<file path="src/rtl/noc_rx_endpoint.sv">
// Receive-side NoC endpoint: captures packets, checks the destination address, queues accepted
// payloads in a small FIFO and answers the sender with a one-cycle ack or nack.
module noc_rx_endpoint #(
  parameter int unsigned DATA_W  = 32,
  parameter int unsigned ADDR_W  = 4,
  parameter int unsigned NODE_ID = 0,
  parameter int unsigned DEPTH   = 4
) (
  input  logic                       clk,
  input  logic                       reset,
  input  logic                       pkt_valid,
  output logic                       pkt_ready,
  input  logic [ADDR_W-1:0]          pkt_dst,
  input  logic [DATA_W-1:0]          pkt_data,
  output logic                       ack,
  output logic                       nack,
  output logic                       dst_valid,
  input  logic                       dst_ready,
  output logic [DATA_W-1:0]          dst_data,
  output logic [$clog2(DEPTH+1)-1:0] count,
  output logic [7:0]                 drop_cnt
);

  localparam int unsigned PTR_W = $clog2(DEPTH);
  localparam int unsigned CNT_W = $clog2(DEPTH+1);

  typedef enum logic [1:0] {
    RX_IDLE  = 2'd0,
    RX_CHECK = 2'd1,
    RX_RESP  = 2'd2
  } rx_state_t;

  rx_state_t          state;
  logic [ADDR_W-1:0]  hold_dst;
  logic [DATA_W-1:0]  hold_data;
  logic [DATA_W-1:0]  mem [DEPTH];
  logic [PTR_W-1:0]   wr_ptr;
  logic [PTR_W-1:0]   rd_ptr;
  logic               match;
  logic               wr_en;
  logic               rd_en;

  // Full check uses the occupancy at the start of the cycle, so a concurrent pop never frees space.
  always_comb begin
    match = (hold_dst == ADDR_W'(NODE_ID)) || (hold_dst == '1);
    wr_en = (state == RX_CHECK) && match && (count < CNT_W'(DEPTH));
    rd_en = (count != '0) && dst_ready;
  end

  assign dst_valid = (count != '0);
  assign dst_data  = mem[rd_ptr];

  // Receive FSM with registered handshake outputs.
  always_ff @(posedge clk) begin
    if (reset) begin
      state     <= RX_IDLE;
      pkt_ready <= 1'b0;
      ack       <= 1'b0;
      nack      <= 1'b0;
      drop_cnt  <= 8'd0;
      hold_dst  <= '0;
      hold_data <= '0;
    end else begin
      ack  <= 1'b0;
      nack <= 1'b0;
      case (state)
        RX_IDLE: begin
          pkt_ready <= 1'b1;
          if (pkt_valid && pkt_ready) begin
            hold_dst  <= pkt_dst;
            hold_data <= pkt_data;
            pkt_ready <= 1'b0;
            state     <= RX_CHECK;
          end
        end
        RX_CHECK: begin
          pkt_ready <= 1'b0;
          if (!match) begin
            nack  <= 1'b1;
            state <= RX_RESP;
            if (drop_cnt != 8'hFF) drop_cnt <= drop_cnt + 8'd1;
          end else if (wr_en) begin
            ack   <= 1'b1;
            state <= RX_RESP;
          end
        end
        RX_RESP: begin
          pkt_ready <= 1'b1;
          state     <= RX_IDLE;
        end
        default: begin
          pkt_ready <= 1'b0;
          state     <= RX_IDLE;
        end
      endcase
    end
  end

  // FIFO pointers and occupancy; same-cycle push and pop leave count unchanged.
  always_ff @(posedge clk) begin
    if (reset) begin
      wr_ptr <= '0;
      rd_ptr <= '0;
      count  <= '0;
    end else begin
      if (wr_en) wr_ptr <= wr_ptr + PTR_W'(1);
      if (rd_en) rd_ptr <= rd_ptr + PTR_W'(1);
      case ({wr_en, rd_en})
        2'b10:   count <= count + CNT_W'(1);
        2'b01:   count <= count - CNT_W'(1);
        default: count <= count;
      endcase
    end
  end

  always_ff @(posedge clk) begin
    if (wr_en) mem[wr_ptr] <= hold_data;
  end

endmodule
</file>
<file path="config.mk">
export PLATFORM = sky130hd
export DESIGN_NAME = noc_rx_endpoint
export DESIGN_NICKNAME = d
export VERILOG_FILES = /design/src/rtl/noc_rx_endpoint.sv
export SDC_FILE = /design/constraint.sdc
export NUM_CORES = 1
export LEC_CHECK = 0
export CORE_MARGIN = 2
export CORE_UTILIZATION = 55
export CTS_CLUSTER_SIZE = 10
export DETAILED_ROUTE_END_ITERATION = 12
export PLACE_DENSITY = 0.76
export SLEW_MARGIN = 20
export SYNTH_ARGS = -nofsm -noshare
export SYNTH_HDL_FRONTEND = slang
export SYNTH_SLANG_ARGS = --single-unit
</file>
<file path="constraint.sdc">
create_clock -name clk -period 3.43 [get_ports clk]
set_clock_uncertainty 0.1 [all_clocks]
set_input_delay 0.686 -clock clk [delete_from_list [all_inputs] [get_ports clk]]
set_output_delay 0.686 -clock clk [all_outputs]
set_load 0.02 [all_outputs]
</file>
A small window of the routed layout:
Region (9, 67) to (49, 107) um. Cells in gray, sequential cells in the stronger gray; small squares are vias.
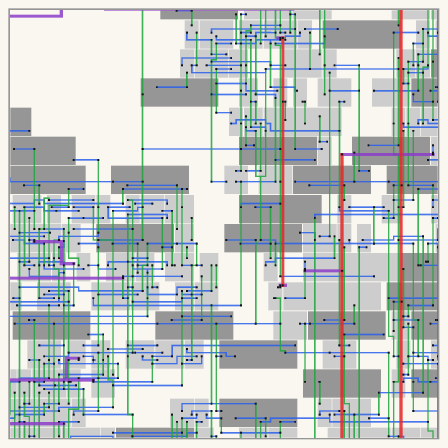
- metal 3: purple
- metal 4: red
- metal 2: green
- metal 1: blue
- netlist names of flops here include: drop_cnt (7), hold_data (3), count (2)
- cells with their middle in the window: 101
- most frequent: dfxtp_1 (18), nor2_1 (12), nand2_1 (11)
- sequential cells in the window: 19

Where the registers sit:
Scale bar: 20 um.
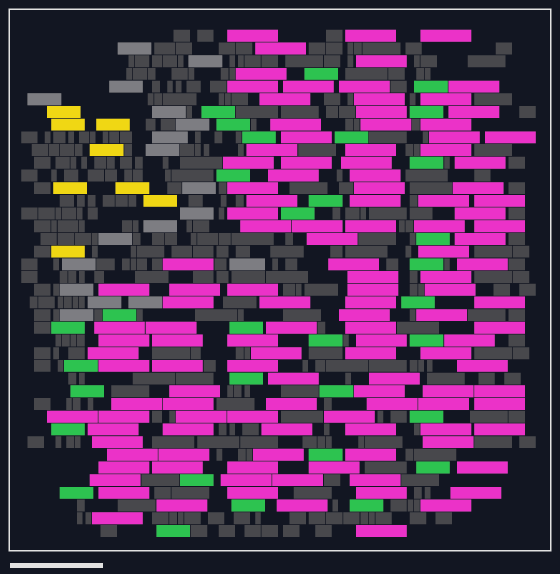
- hold_data: green (sequential cells 32; where widely spread)
- drop_cnt: yellow (sequential cells 8)
- mem: magenta (sequential cells 128; where widely spread)

==> summary.txt <==
run metrics: die height=116 um, FF-to-FF path depth=9, Tapcells=168, Ports=87, number of non-clock buffers=96, Logic cell area=0.00174 sq mm, clk sinks=186, CTS Buffer Depth=2, Tot GR Track Use=20.0%, hold endpoint=hold_dst[3], vias in the first global route=3894, kind of critical path=register to output port, cts repair resizes=0, Data buffer area share=11.6%, mux cell area share after synthesis=10.8%, max_slew headroom=35.9%, Max-area cell share=56.0%, logic share of the area=20.4%, post-route ant nets=0, fin crit period=3.05 ns, most frequent cells in the layout=128 x edfxtp_1, 85 x clkdlybuf4s50_1, 79 x nand2_1, 56 x dfxtp_1, 42 x a21oi_1, final wirelength=12600 um, syn avg cell area=15.6 sq um, nonclk inv count=10, outcome=finished, final reports clean, r2r startpoint=hold_dst[0], post-route insts no fill=713, initial antenna violation count=0, Seq cells=186, Critical Path End=dst_data[28], CP Cell Sequence=buf_4 > mux4_2 > clkdlybuf4s50_1, Slowest cell on crit path=mux4_2, fraction of area in clock buffers and inverters=6.50%, WL/cell=17.7 um, Setup TNS=0 ns, cycle use final=88.9%, Crit. End Element=output port, Post-synth ARST share=0%, Top Family by Delay on Critical Path=buffers and inverters, XOR Share, Synth=0.638%, Complex Gates by Area=4.78%, number of synthesized flops with an enable pin=128, fin. max-slew vios=0, Cell Type Count=36, critical path launch point type=register, total number of vias=3871, sequential cell area share=58.6%, Top Registers=mem (128), hold_data (32), drop_cnt (8), I/O Buffers=86, Initial DRC Count=284
[through the flow]
step	hold slack (ns)	total power [uW]	utilization [%]	setup slack [ns]
after detailed placement	0.367	3200	66.0	0.623
after global routing	0.407	5110	70.5	0.285
after global placement	0.358	3190	66.0	0.739
after floorplan	0.348	2920	-	0.873
final	0.373	4950	70.5	0.382
after CTS	0.376	4980	70.5	0.340
[layer usage]
layer | global-route usage [%] | wire (um) | vias up
met5 | 0 | 0 | -
met4 | 8.02 | 229 | 0
met3 | 4.08 | 520 | 18
met2 | 36.4 | 6870 | 91
met1 | 23.4 | 5030 | 1935
li1 | - | - | 1827
[power by group]
group	switching [uW]	total [uW]	internal (uW)
sequential	43.7	2490	2450
combinational	311	653	342
clock	804	1800	999
Power and IR drop assume default switching activity.
